===== src/rtl/universal_register_pkg.sv =====
`default_nettype none
// ============================================================================
// Module      : universal_register_pkg
// Description : Operation encoding shared by the universal register and its
//               next-state logic.
// Revision    : 1.0 - initial release
// ============================================================================
package universal_register_pkg;

  // Operation select field carried on the op port
  typedef logic [2:0] op_t;

  localparam op_t OP_HOLD = 3'b000;
  localparam op_t OP_LOAD = 3'b001;
  localparam op_t OP_SHL  = 3'b010;
  localparam op_t OP_SHR  = 3'b011;
  localparam op_t OP_ROL  = 3'b100;
  localparam op_t OP_ROR  = 3'b101;
  localparam op_t OP_INC  = 3'b110;
  localparam op_t OP_DEC  = 3'b111;

  // True for the two counting ops, the only ones that can raise wrap
  function automatic logic is_arith(input op_t op);
    return (op == OP_INC) || (op == OP_DEC);
  endfunction

endpackage : universal_register_pkg
`default_nettype wire


===== src/rtl/universal_register_next.sv =====
`default_nettype none
// ============================================================================
// Module      : universal_register_next
// Description : Combinational next-value and carry/shift-out computation for
//               the universal register. Unknown op values fall back to hold.
// Revision    : 1.0 - initial release
// ============================================================================
module universal_register_next
  import universal_register_pkg::*;
#(
  parameter int WIDTH = 4
) (
  input  logic [WIDTH-1:0] a,
  input  logic [WIDTH-1:0] i,
  input  op_t              op,
  input  logic             sin_l,
  input  logic             sin_r,
  output logic [WIDTH-1:0] a_next,
  output logic             co_next
);

  // Arithmetic is done one bit wider so the carry / borrow lands in the MSB
  logic [WIDTH:0] w_sum;
  logic [WIDTH:0] w_diff;

  assign w_sum  = {1'b0, a} + {{WIDTH{1'b0}}, 1'b1};
  assign w_diff = {1'b0, a} - {{WIDTH{1'b0}}, 1'b1};

  // Select the result of the requested operation
  always_comb begin
    a_next  = a;
    co_next = 1'b0;
    case (op)
      OP_LOAD: begin
        a_next  = i;
        co_next = 1'b0;
      end
      OP_SHL: begin
        a_next  = {a[WIDTH-2:0], sin_l};
        co_next = a[WIDTH-1];
      end
      OP_SHR: begin
        a_next  = {sin_r, a[WIDTH-1:1]};
        co_next = a[0];
      end
      OP_ROL: begin
        a_next  = {a[WIDTH-2:0], a[WIDTH-1]};
        co_next = a[WIDTH-1];
      end
      OP_ROR: begin
        a_next  = {a[0], a[WIDTH-1:1]};
        co_next = a[0];
      end
      OP_INC: begin
        a_next  = w_sum[WIDTH-1:0];
        co_next = w_sum[WIDTH];
      end
      OP_DEC: begin
        a_next  = w_diff[WIDTH-1:0];
        co_next = w_diff[WIDTH];
      end
      default: begin
        a_next  = a;
        co_next = 1'b0;
      end
    endcase
  end

endmodule : universal_register_next
`default_nettype wire


===== src/rtl/universal_register.sv =====
`default_nettype none
// ============================================================================
// Module      : universal_register
// Description : WIDTH-bit register with hold, load, shift, rotate, increment
//               and decrement, a registered carry/shift-out flag and a sticky
//               wrap flag. Synchronous clear beats enable, enable beats op.
// Revision    : 1.0 - initial release
// ============================================================================
module universal_register
  import universal_register_pkg::*;
#(
  parameter int               WIDTH   = 4,
  parameter logic [WIDTH-1:0] RST_VAL = '0
) (
  input  logic             clk,
  input  logic             rstn,
  input  logic             en,
  input  logic             clr,
  input  op_t              op,
  input  logic [WIDTH-1:0] I,
  input  logic             sin_l,
  input  logic             sin_r,
  output logic [WIDTH-1:0] A,
  output logic             co,
  output logic             wrap,
  output logic             zero
);

  logic [WIDTH-1:0] r_a;
  logic             r_co;
  logic             r_wrap;
  logic [WIDTH-1:0] w_a_next;
  logic             w_co_next;
  logic             w_co_upd;
  logic             w_wrap_set;

  universal_register_next #(
    .WIDTH (WIDTH)
  ) u_next (
    .a       (r_a),
    .i       (I),
    .op      (op),
    .sin_l   (sin_l),
    .sin_r   (sin_r),
    .a_next  (w_a_next),
    .co_next (w_co_next)
  );

  // HOLD keeps the previous carry; every other op rewrites it
  assign w_co_upd   = (op != OP_HOLD);
  assign w_wrap_set = is_arith(op) && w_co_next;

  // State flops: clear overrides enable, enable gates the selected op
  always_ff @(posedge clk or negedge rstn) begin
    if (!rstn) begin
      r_a    <= RST_VAL;
      r_co   <= 1'b0;
      r_wrap <= 1'b0;
    end else if (clr) begin
      r_a    <= RST_VAL;
      r_co   <= 1'b0;
      r_wrap <= 1'b0;
    end else if (en) begin
      r_a <= w_a_next;
      if (w_co_upd) begin
        r_co <= w_co_next;
      end
      if (w_wrap_set) begin
        r_wrap <= 1'b1;
      end
    end
  end

  assign A    = r_a;
  assign co   = r_co;
  assign wrap = r_wrap;
  assign zero = (r_a == '0);

endmodule : universal_register
`default_nettype wire


===== config.mk =====
export PLATFORM = sky130hd
export DESIGN_NAME = universal_register
export DESIGN_NICKNAME = d
export VERILOG_FILES = /design/src/rtl/universal_register_pkg.sv /design/src/rtl/universal_register_next.sv /design/src/rtl/universal_register.sv
export SDC_FILE = /design/constraint.sdc
export NUM_CORES = 1
export LEC_CHECK = 0
export ABC_AREA = 1
export CAP_MARGIN = 20
export CORE_MARGIN = 3
export CORE_UTILIZATION = 45
export DETAILED_ROUTE_END_ITERATION = 10
export PLACE_DENSITY = 0.76
export SETUP_SLACK_MARGIN = 0.5
export SLEW_MARGIN = 10
export SYNTH_ARGS = -nofsm -noshare
export SYNTH_HDL_FRONTEND = slang
export SYNTH_SLANG_ARGS = --single-unit
export TNS_END_PERCENT = 100

===== constraint.sdc =====
create_clock -name clk -period 2.58 [get_ports clk]
set_input_delay 0.645 -clock clk [delete_from_list [all_inputs] [get_ports clk]]
set_output_delay 0.645 -clock clk [all_outputs]
set_load 0.01 [all_outputs]

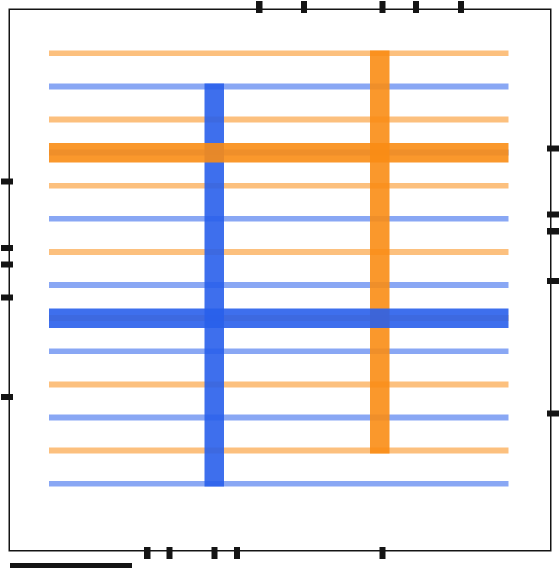
*Floorplan with the power grid, run 1*
The bar under the picture is 10 um long. Pins as bars on the die edge.
| colour | net |
|---|---|
| blue | VSS |
| orange | VDD |
met4 straps: 2
met5 straps: 2
rows: 13
signal pins: 20
met1 rails: 14
core area: 1330 sq um
x dimension of the die: 44.4 um
vertical die dimension: 44.4 um

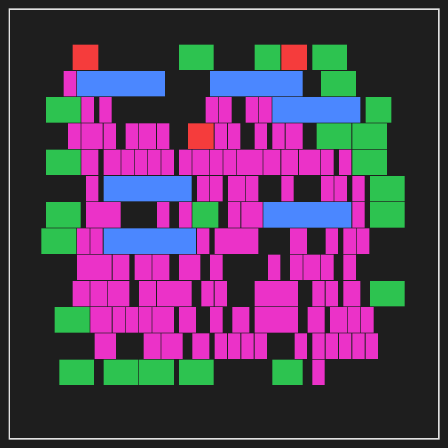
*Cell classes on the final placement, run 1*
| colour | class | cells | share of their area |
|---|---|---|---|
| red | clock-net drivers | 3 | 2.5% |
| blue | registers | 6 | 17% |
| green | remaining buffers and delay cells | 22 | 24% |
| magenta | remaining logic cells | 107 | 56% |
placement row count: 13
summed area of non-filler cells in the final layout: 907 sq um
Core Util, Final: 68.0%

==> Changelog: implementation, run 1 <==
## Implementation

- Outcome: completed
- CTS-repair resized insts: 4
- Most frequent cells in the layout: sky130_fd_sc_hd__nand2_1, sky130_fd_sc_hd__clkdlybuf4s50_1, sky130_fd_sc_hd__nand3_1
- Clock Sink Count: 6
- Maximum clock path buffer count: 2
- Layout clock area frac: 2.48%
- Layout clock buffers: 3
- Area of the multi-input gates: 449 sq um
- Number of multi-input logic gates: 93
- Overall Global Routing Usage: 20.3%
- Number of instances in the synthesized netlist: 115
- Fraction of synthesized cell area taken by the top area cell type: 22.7%
- FP Core Util: 49.6%
- Cell taking the most area after synthesis: sky130_fd_sc_hd__dfrtp_1
- Net switching component of the power: 0.107 mW
- Cell types occupying the most area after synthesis: sky130_fd_sc_hd__dfrtp_1, sky130_fd_sc_hd__nand2_1, sky130_fd_sc_hd__nand3_1, sky130_fd_sc_hd__nor2_1, sky130_fd_sc_hd__ha_1
- CP max stage delay: 0.60 ns
- Net Count, Synth: 131
- Clock root buffer: sky130_fd_sc_hd__clkbuf_4
- Reg2reg setup slack: 1.07 ns
- Boundary Pins: 20
- Number of sequential storage elements: 6
- TritonCTS clock tree: done
- Hold wc startpoint: wrap
- Critical path buffer and inverter count: 1
- Total area of sequential cells: 153 sq um
- H-tree levels: 1
- Total number of cells along the worst setup path: 1
- Terminating pin of the worst hold path: wrap
- Ordered cell list for the critical path: clkdlybuf4s50_1
- Share of flip-flops with an asynchronous set or reset after synthesis: 100%
- Launching element type of the critical path: register
- Reported leakage power: 0.494 nW
- Largest cell class: logic gates
- Tally of unique sky130hd cells used after synthesis: 15
- Int Pwr: 0.209 mW
- PortBufs: 19
- Layout Nets: 156
- Vias in the first global route: 682
- Combinational share of power: 38.3%
- Logic depth of the worst register-to-register path: 7
- Reg clk slew, reported paths: 0.05 ns
- Final weighted congestion in routability-driven placement: 0.889
- Final Cycle Share: 78.2%
- Max Fanout on Critical Path: 9
- Via/cell ratio: 5.33
- Count of final max-slew check failures: 0
- Routed wirelength normalized by instance count: 11.4 um
- Sum of internal, switching and leakage power: 0.316 mW
- Period minus WS final: 2.02 ns
- Global-route wire length before repair: 2.90 mm
- Kind of cell with the highest combined delay on the critical path: buffers and inverters
- Remaining antenna violation count after routing: 0
- Number of buffers created by CTS: 3
- Worst setup path endpoint: A[3]
- Final Hold Violation Tally: 0
- Hold WC Path Type: reg2reg
- Fraction of area in multi-input gates: 49.5%
- Synth cell count leaders: sky130_fd_sc_hd__nand2_1, sky130_fd_sc_hd__nand3_1, sky130_fd_sc_hd__nor2_1
- Hold bufs inserted after CTS: 0
- R2R Path End: A[2]
- Most instantiated library cell after synthesis: sky130_fd_sc_hd__nand2_1
- RSZ-0062 raised after global routing: false
- Required time of the worst setup path: 1.93 ns
- Worst slew margin relative to its limit: 78.5%
- Setup tns final: 0 ns
- Fraction of final layout cells sized beyond drive strength 1: 14.5%
- Synthesis Warnings: 0
- Post-DP Area: 868 sq um
- Setup violators final: 0
- Worst Slack Setup Final: 0.562 ns
- Yosys stat chip area: 662 sq um
- Biggest consumer: combinational cells
- Wirelength, routed: 1.74 mm
- Late-Pin Clk Latency: 0.25 ns
- Switching share of power: 34.0%
- Portion of the post-synthesis area used by sequential elements: 22.7%
- Tap cell count: 15
- PwrDens: 348 nW/um^2
- DRC Markers: 0
- Inverter tally of the final layout excluding the clock network: 14
- Highest clock frequency the design can meet: 496 MHz
- Max-capacitance violation count: 0
- Share of the final layout cell area in sequential cells: 16.8%
- Type of the setup path with the least slack: reg2out
- Count of state elements after synthesis: 6
- Pre-CTS setup slack: 0.450 ns
- Leading cell type in the layout, fill and taps excluded: sky130_fd_sc_hd__nand2_1
- Maximum number of pins on one net before global-route repair: 11
- Hpwl dp: 1.34 mm
- Count of buffers added by post-CTS timing repair for setup: 2
- Number of logged tool warnings: 28
- First-pass detailed-route iteration total: 4
- Hold Path Depth: 2
- Combinational logic power: 0.121 mW
- Tightest hold margin: 0.481 ns
- Area Growth Syn to Fin: 37.1%
- Synth Cell Area: 662 sq um
- Post-synth top flop: sky130_fd_sc_hd__dfrtp_1
- Worst Setup SP: A[3]
- Initial detailed-routing violation count: 33
- Count of fill cells added during filler insertion: 123
- Reg-to-Reg Start: A[0]
- Syn_area_per_cell: 5.76 sq um
- Arrival time of data at the critical path endpoint: 1.37 ns
- Number of cells in the finished layout apart from fillers: 153
- Critical Path Sink Type: output pin
- Sequential cell fraction of total power: 33.6%
- Count of flip-flops with a built-in enable after synthesis: 0
- Cell total in the yosys stat output: 115
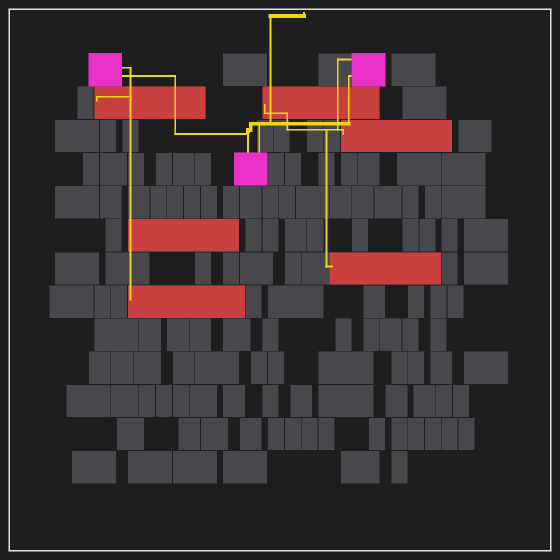
*Clock distribution, run 1*
[red] flip-flops | count: 6
[magenta] clock-net drivers | count: 3
[yellow] clock wires | length: 105 um
routed clock nets: 4
Clock power frac: 28.1%
post-route clock skew: 0.00290 ns

-- run 1: layer usage --
layer  wire [um]  part of all wire, %  up-vias  global-route usage (%)
met5           0                    0        -                       0
met4          14                 0.81        0                    5.42
met3         120                  6.9        2                    4.88
met2         862                   50       36                    31.7
li1            -                    -      421                       -
met1         741                   43      356                    27.8
-- run 1: sequential cells by signal (all words and copies together) (netlist names) --
register / flops
wrap: 1
co: 1
A: 4
-- run 1: logic make-up after synthesis --
kind of cell             after synthesis  share of synthesized area [%]
adder cells (fa/ha/maj)                3                           5.67
flip-flops                             6                           22.7
AND/OR/NAND/NOR                       83                           56.9
buffers and inverters                 16                           9.45
AND-OR/OR-AND                          7                           5.29
### Wiring by layer, run 1

The bar under the picture is 10 um long.
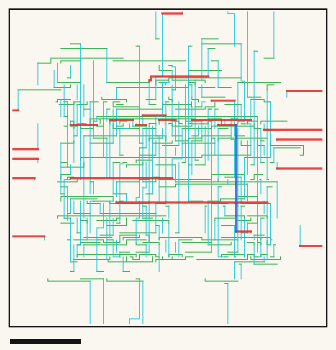

==> inputs of run 2 (changes only) <==
==> constraint.sdc (replaced) <==
create_clock -name clk -period 1.9 [get_ports clk]
set_input_delay 0.475 -clock clk [delete_from_list [all_inputs] [get_ports clk]]
set_output_delay 0.475 -clock clk [all_outputs]
set_load 0.01 [all_outputs]
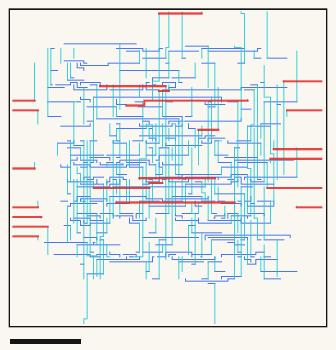
*Wiring by layer, run 2*
The bar under the picture is 10 um long.
| colour | layer | wire length |
|---|---|---|
| red | M3 | 134 um |
| cyan | M2 | 850 um |
| blue | M1 | 761 um |
DR vias: 831
routed wirelength normalized by instance count: 11.0 um
Overall Global Routing Usage: 17.7%
wirelength, routed: 1.74 mm

==> run 2 against run 1 <==
Net effect: register-to-register slack worse by 0.66 ns; largest cell class unchanged; sequential power is 33% higher; largest power group unchanged; via count is 2.0% higher; routed wire length is 0.29% higher.
==> Changelog: implementation, run 2 <==
## Implementation

- TritonCTS clock tree: done
- Total area of sequential cells: 151 sq um (-0.82%)
- Logic depth of the worst register-to-register path: 7 (unchanged)
- Number of multi-input logic gates: 93 (unchanged)
- Worst setup path endpoint: zero
- Tally of unique sky130hd cells used after synthesis: 15 (unchanged)
- Core area: 1330 sq um (unchanged)
- Initial detailed-routing violation count: 22 (-33%)
- Global-route wire length before repair: 2.66 mm (-8.1%)
- Layout Nets: 161 (+3.2%)
- Leading cell type in the layout, fill and taps excluded: sky130_fd_sc_hd__nand2_1
- Sum of routed wire segments on met1: 761 um (+2.7%)
- Required time of the worst setup path: 1.42 ns (-0.51 ns)
- X dimension of the die: 44.4 um (unchanged)
- Layout clock area frac: 2.73% (+0.25 points)
- Layout clock buffers: 4 (+1)
- Share of the final layout cell area in sequential cells: 15.7% (-1.1 points)
- Hold WC Path Type: reg2reg
- Hold Path Depth: 2 (unchanged)
- Cell total in the yosys stat output: 115 (unchanged)
- Ordered cell list for the critical path: inv_1 > nand2_1 > nor2_2 > buf_2
- Late-Pin Clk Latency: 0.25 ns (about the same)
- Reg clk slew, reported paths: 0.05 ns (about the same)
- Net Count, Synth: 131 (unchanged)
- Combinational share of power: 40.1% (+1.8 points)
- Sequential cell fraction of total power: 31.2% (-2.4 points)
- RSZ-0062 raised after global routing: true
- Largest cell class: logic gates
- Number of logged tool warnings: 30 (+7.1%)
- Synth cell count leaders: sky130_fd_sc_hd__nand2_1, sky130_fd_sc_hd__nand3_1, sky130_fd_sc_hd__nor2_1
- Number of instances in the synthesized netlist: 115 (unchanged)
- Number of cells in the finished layout apart from fillers: 159 (+3.9%)
- Area Growth Syn to Fin: 45.4%
- Fraction of final layout cells sized beyond drive strength 1: 26.4% (+12 points)
- Boundary Pins: 20 (unchanged)
- Hpwl dp: 1.40 mm (+4.2%)
- Portion of the post-synthesis area used by sequential elements: 22.7% (unchanged)
- Max-capacitance violation count: 0 (unchanged)
- Synthesis Warnings: 0 (unchanged)
- Tightest hold margin: 0.464 ns (-0.0172 ns)
- Yosys stat chip area: 662 sq um (unchanged)
- Worst slew margin relative to its limit: 81.5% (+3.0 points)
- R2R Path End: A[2]
- Cell types occupying the most area after synthesis: sky130_fd_sc_hd__dfrtp_1, sky130_fd_sc_hd__nand2_1, sky130_fd_sc_hd__nand3_1, sky130_fd_sc_hd__nor2_1, sky130_fd_sc_hd__ha_1
- Count of final max-slew check failures: 0 (unchanged)
- Area of the multi-input gates: 482 sq um (+7.2%)
- Placement row count: 13 (unchanged)
- Hold bufs inserted after CTS: 0 (unchanged)
- Clock Sink Count: 6 (unchanged)
- Clock power frac: 28.7% (+0.6 points)
- Summed area of non-filler cells in the final layout: 962 sq um (+6.1%)
- Remaining antenna violation count after routing: 0 (unchanged)
- Kind of cell with the highest combined delay on the critical path: flip-flops
- Post-DP Area: 900 sq um (+3.6%)
- Critical Path Sink Type: output pin
- Hold wc startpoint: wrap
- MUX share of area: 0% (unchanged)
- Net switching component of the power: 0.155 mW (+44%)
- Outcome: completed
- Count of fill cells added during filler insertion: 133 (+8.1%)
- Syn_area_per_cell: 5.76 sq um (unchanged)
- Dominant comb cell: simple AND/OR/NAND/NOR gates
- Final Cycle Share: 81.5%
- First-pass detailed-route iteration total: 4 (unchanged)
- Count of flip-flops with a built-in enable after synthesis: 0 (unchanged)
- Metal3 WL: 133 um (+11%)
- Sum of internal, switching and leakage power: 0.453 mW (+43%)
- Int Pwr: 0.298 mW (+43%)
- Switching share of power: 34.2% (+0.21 points)
- Post-route clock skew: 0.00612 ns (+0.00323 ns)
- Total number of cells along the worst setup path: 4 (+3)
- Share of synthesized cell area in full adder, half adder and majority cells: 5.67% (unchanged)
- Yosys xor share: 0% (unchanged)
- Max Fanout on Critical Path: 3 (-6)
- FP Core Util: 49.6% (unchanged)
- Number of buffers created by CTS: 3 (unchanged)
- Cell taking the most area after synthesis: sky130_fd_sc_hd__dfrtp_1
- Count of state elements after synthesis: 6 (unchanged)
- Worst Slack Setup Final: 0.352 ns (-0.210 ns)
- Max reg flops: 4 (unchanged)
- DRC Markers: 0 (unchanged)
- Launching element type of the critical path: register
- Most instantiated library cell after synthesis: sky130_fd_sc_hd__nand2_1
- Highest clock frequency the design can meet: 646 MHz
- Vias in the first global route: 660 (-3.2%)
- Setup violators final: 0 (unchanged)
- Terminating pin of the worst hold path: wrap
- Type of the setup path with the least slack: reg2out
- Fraction of area in multi-input gates: 50.1% (+0.55 points)
- Core Util, Final: 72.1% (+4.1 points)
- Uppermost layer routed: met3
- Maximum number of pins on one net before global-route repair: 10 (-1)
- Pre-CTS setup slack: 0.0102 ns (-0.440 ns)
- Most frequent cells in the layout: sky130_fd_sc_hd__nand2_1, sky130_fd_sc_hd__nand3_1, sky130_fd_sc_hd__nor2_1
- Routed length on met2: 849 um (-1.5%)
- Critical path buffer and inverter count: 2 (+1)
- Post-synth top flop: sky130_fd_sc_hd__dfrtp_1
- Number of sequential storage elements: 6 (unchanged)
- Reg-to-Reg Start: A[0]
- Reported leakage power: 0.536 nW (+8.6%)
- Synth Cell Area: 662 sq um (unchanged)
- Share of flip-flops with an asynchronous set or reset after synthesis: 100% (unchanged)
- Reg2reg setup slack: 0.41 ns (-0.66 ns)
- Clock root buffer: sky130_fd_sc_hd__clkbuf_4
- Via/cell ratio: 5.23 (-1.9%)
- Fraction of synthesized cell area taken by the top area cell type: 22.7% (unchanged)
- Tap cell count: 15 (unchanged)
- H-tree levels: 1 (unchanged)
- Final Hold Violation Tally: 0 (unchanged)
- CP max stage delay: 0.38 ns (-0.22 ns)
- Setup tns final: 0 ns (unchanged)
- Worst Setup SP: A[2]
- Simple-gate area share of the yosys netlist: 56.9% (unchanged)
- PortBufs: 19 (unchanged)
- Area share of and-or/or-and cells after synthesis: 5.29% (unchanged)
- Final weighted congestion in routability-driven placement: 0.872 (-2.0%)
- Vertical die dimension: 44.4 um (unchanged)
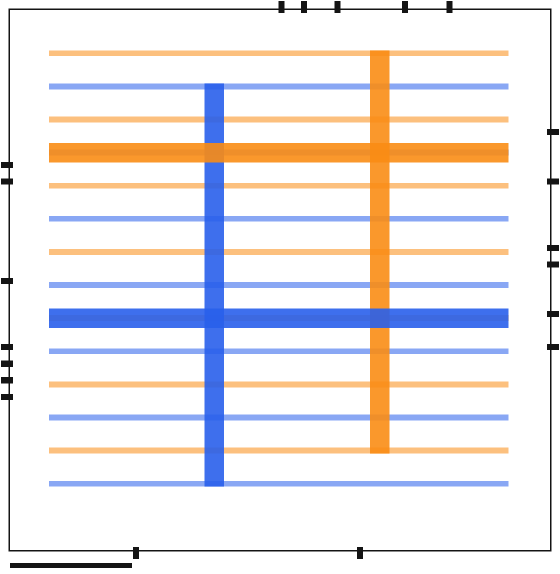
*Floorplan with the power grid, run 2*
The bar under the picture is 10 um long. Pins as bars on the die edge.
| colour | net |
|---|---|
| blue | VSS |
| orange | VDD |
met1 rails: 14
signal pins: 20
met5 straps: 2
rows: 13
worst vdd rail ir drop: 0.000340 V

-- run 2: what timing repair did --
action                                  CTS  global route
resized                                  27            10
endpoints found under the setup margin   13             8
setup buffers                             2             1
pin swaps                                 0             3
endpoints found under the hold margin     0             0
-- run 2: power groups by stage --
| stage | Clock (mW) | Combinational (mW) | Sequential, mW |
|---|---|---|---|
| after global placement | 0 | 0.173 | 0.142 |
| after global routing | 0.137 | 0.202 | 0.142 |
| final | 0.130 | 0.182 | 0.141 |
| after detailed placement | 0 | 0.175 | 0.143 |
| after CTS | 0.134 | 0.170 | 0.141 |
| after floorplan | 0 | 0.0840 | 0.149 |
-- run 2: routing by layer --
layer	global-route usage, %	vias up
met1	22.0	371
met5	0	-
met4	2.41	0
met2	31.7	32
met3	4.07	0
li1	-	428
### Clock distribution, run 2

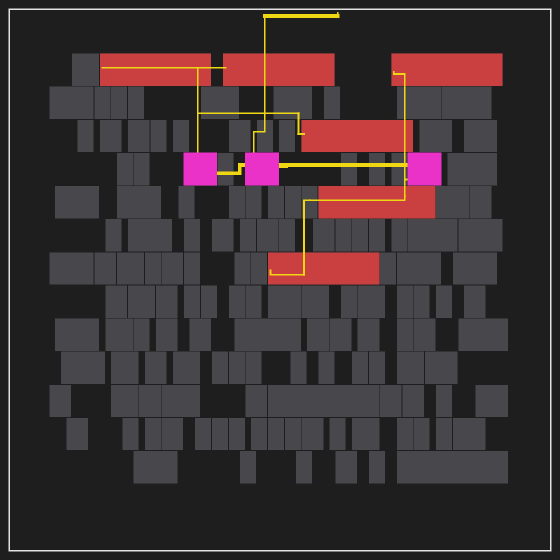

==> inputs of run 3 (changes only) <==
--- a/config.mk
+++ b/config.mk
@@ -8,9 +8,9 @@
 export ABC_AREA = 1
 export CAP_MARGIN = 20
 export CORE_MARGIN = 3
-export CORE_UTILIZATION = 45
+export CORE_UTILIZATION = 41
 export DETAILED_ROUTE_END_ITERATION = 10
-export PLACE_DENSITY = 0.76
+export PLACE_DENSITY = 0.73
 export SETUP_SLACK_MARGIN = 0.5
 export SLEW_MARGIN = 10
 export SYNTH_ARGS = -nofsm -noshare
==> constraint.sdc (replaced) <==
create_clock -name clk -period 1.42 [get_ports clk]
set_input_delay 0.355 -clock clk [delete_from_list [all_inputs] [get_ports clk]]
set_output_delay 0.355 -clock clk [all_outputs]
set_load 0.01 [all_outputs]
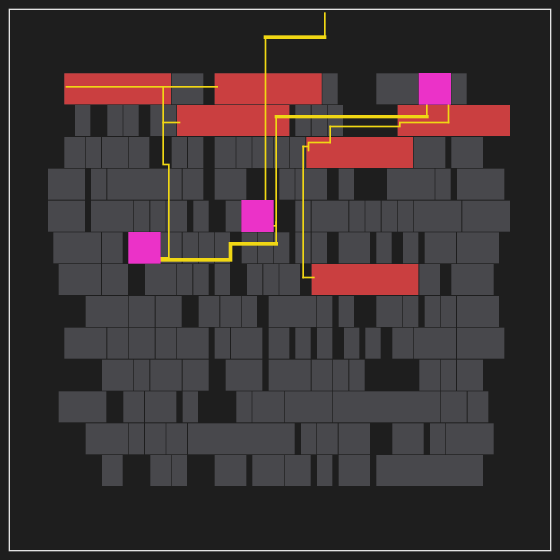
*Clock distribution, run 3*
[red] flip-flops | count: 6
[yellow] clock wires | length: 125 um
[magenta] clock-net drivers | count: 3
routed clock nets: 4
power drawn by the clock network: 0.169 mW
Late-Pin Clk Latency: 0.25 ns

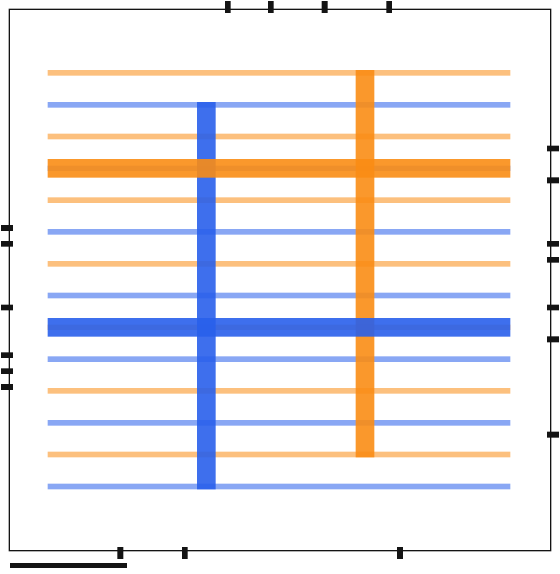
*Floorplan with the power grid, run 3*
The bar under the picture is 10 um long. Pins as bars on the die edge.
| colour | net |
|---|---|
| orange | VDD |
| blue | VSS |
met1 rails: 14
signal pins: 20
met4 straps: 2
x dimension of the die: 46.2 um
core area: 1400 sq um
vertical die dimension: 46.2 um

==> run 3 against run 2 <==
Net effect: the flow now finishes with violations (negative setup slack); synthesized cell count is the same; non-clock buffer count grew 14; sequential share of layout area is 2.1 points lower; global-route usage rose by 5.2 points; critical path depth grew 1; die area up 8.4%; count of clock-buffer cells in the layout is 1 lower; largest cell class unchanged; sequential power increased by 35%; register-to-register slack worse by 0.40 ns; cell count up 8.2%; clock skew down 0.0059 ns; critical endpoint unchanged; utilization up 8.0 points.
==> Changelog: implementation, run 3 <==
## Implementation

- Outcome: complete, but fails checks
- Violations in the final reports: negative setup slack
- Yosys stat chip area: 662 sq um (unchanged)
- GRT met3 Usage: 6.25% (+2.2 points)
- Launching element type of the critical path: register
- Reported leakage power: 0.611 nW (+14%)
- Net switching component of the power: 0.239 mW (+54%)
- Clock power frac: 25.4% (-3.3 points)
- Count of state elements after synthesis: 6 (unchanged)
- Final Hold Violation Tally: 0 (unchanged)
- Layout Nets: 175 (+8.7%)
- Combinational share of power: 45.9% (+5.8 points)
- H-tree levels: 1 (unchanged)
- CP max stage delay: 0.43 ns (+0.05 ns)
- Maximum number of pins on one net before global-route repair: 9 (-1)
- Area share of and-or/or-and cells after synthesis: 5.29% (unchanged)
- Cell types occupying the most area after synthesis: sky130_fd_sc_hd__dfrtp_1, sky130_fd_sc_hd__nand2_1, sky130_fd_sc_hd__nand3_1, sky130_fd_sc_hd__nor2_1, sky130_fd_sc_hd__ha_1
- Reg2reg setup slack: 0.01 ns (-0.40 ns)
- Ordered cell list for the critical path: inv_4 > ha_4 > inv_2 > nor2_2 > buf_2
- Synth Cell Area: 662 sq um (unchanged)
- Global-route wire length before repair: 3.56 mm (+34%)
- Clock Sink Count: 6 (unchanged)
- Area of the multi-input gates: 523 sq um (+8.6%)
- Synth cell count leaders: sky130_fd_sc_hd__nand2_1, sky130_fd_sc_hd__nand3_1, sky130_fd_sc_hd__nor2_1
- Worst vdd rail ir drop: 0.000367 V (+7.8%)
- Setup violators final: 2 (+2)
- Leading cell type in the layout, fill and taps excluded: sky130_fd_sc_hd__nand2_1
- Pre-CTS setup slack: -0.309 ns (-0.319 ns)
- Critical Path Sink Type: output pin
- Critical path buffer and inverter count: 3 (+1)
- Portion of the post-synthesis area used by sequential elements: 22.7% (unchanged)
- Most frequent cells in the layout: sky130_fd_sc_hd__nand2_1, sky130_fd_sc_hd__buf_4, sky130_fd_sc_hd__nand3_1
- Met1 Track Usage GR: 29.6% (+7.6 points)
- Post-route clock skew: 0.000256 ns (-0.00587 ns)
- Worst Slack Setup Final: -0.0381 ns (-0.390 ns)
- Yosys xor share: 0% (unchanged)
- Final Cycle Share: 103%
- Setup tns final: -0.0412 ns (-0.0412 ns)
- Routed length on met2: 1.16 mm (+36%)
- Number of instances in the synthesized netlist: 115 (unchanged)
- Number of cells in the finished layout apart from fillers: 172 (+8.2%)
- Share of flip-flops with an asynchronous set or reset after synthesis: 100% (unchanged)
- Uppermost layer routed: met4
- Post-synth top flop: sky130_fd_sc_hd__dfrtp_1
- TritonCTS clock tree: done
- Overall Global Routing Usage: 22.9% (+5.2 points)
- Total number of cells along the worst setup path: 5 (+1)
- Reg clk slew, reported paths: 0.05 ns (about the same)
- Sequential cell fraction of total power: 28.7% (-2.5 points)
- Count of flip-flops with a built-in enable after synthesis: 0 (unchanged)
- Hpwl dp: 1.55 mm (+11%)
- Max reg flops: 4 (unchanged)
- Summed area of non-filler cells in the final layout: 1120 sq um (+17%)
- Reg-to-Reg Start: A[1]
- Hold bufs inserted after CTS: 0 (unchanged)
- Fraction of synthesized cell area taken by the top area cell type: 22.7% (unchanged)
- DRC Markers: 0 (unchanged)
- Placement row count: 13 (unchanged)
- Initial detailed-routing violation count: 37 (+68%)
- Logic depth of the worst register-to-register path: 7 (unchanged)
- Sum of internal, switching and leakage power: 0.664 mW (+47%)
- Total area of sequential cells: 153 sq um (+0.83%)
- Worst Setup SP: A[0]
## run 3: area by class of cell
cell class,instances,area share [%]
Clock buffer,3,2.01
Timing Repair Buffer,41,31.1
Tap cell,15,1.67
Multi-Input combinational cell,93,46.7
Sequential cell,6,13.6
Inverter,14,4.91
## run 3: timing repair
action / in CTS / in global routing
pin swaps: 8 / 3
resized: 50 / 7
endpoints found under the setup margin: 13 / 13
cloned: 0 / 0
setup buffers: 7 / 3
## run 3: power by group through the flow
stage | Clock (mW) | Sequential, mW | Combinational, mW
after global routing | 0.184 | 0.191 | 0.333
final | 0.169 | 0.191 | 0.304
after CTS | 0.165 | 0.190 | 0.284
after detailed placement | 0 | 0.192 | 0.264
after global placement | 0 | 0.191 | 0.260
after floorplan | 0 | 0.203 | 0.125
Power figures rest on the tool's default switching activity, not on a simulated workload.
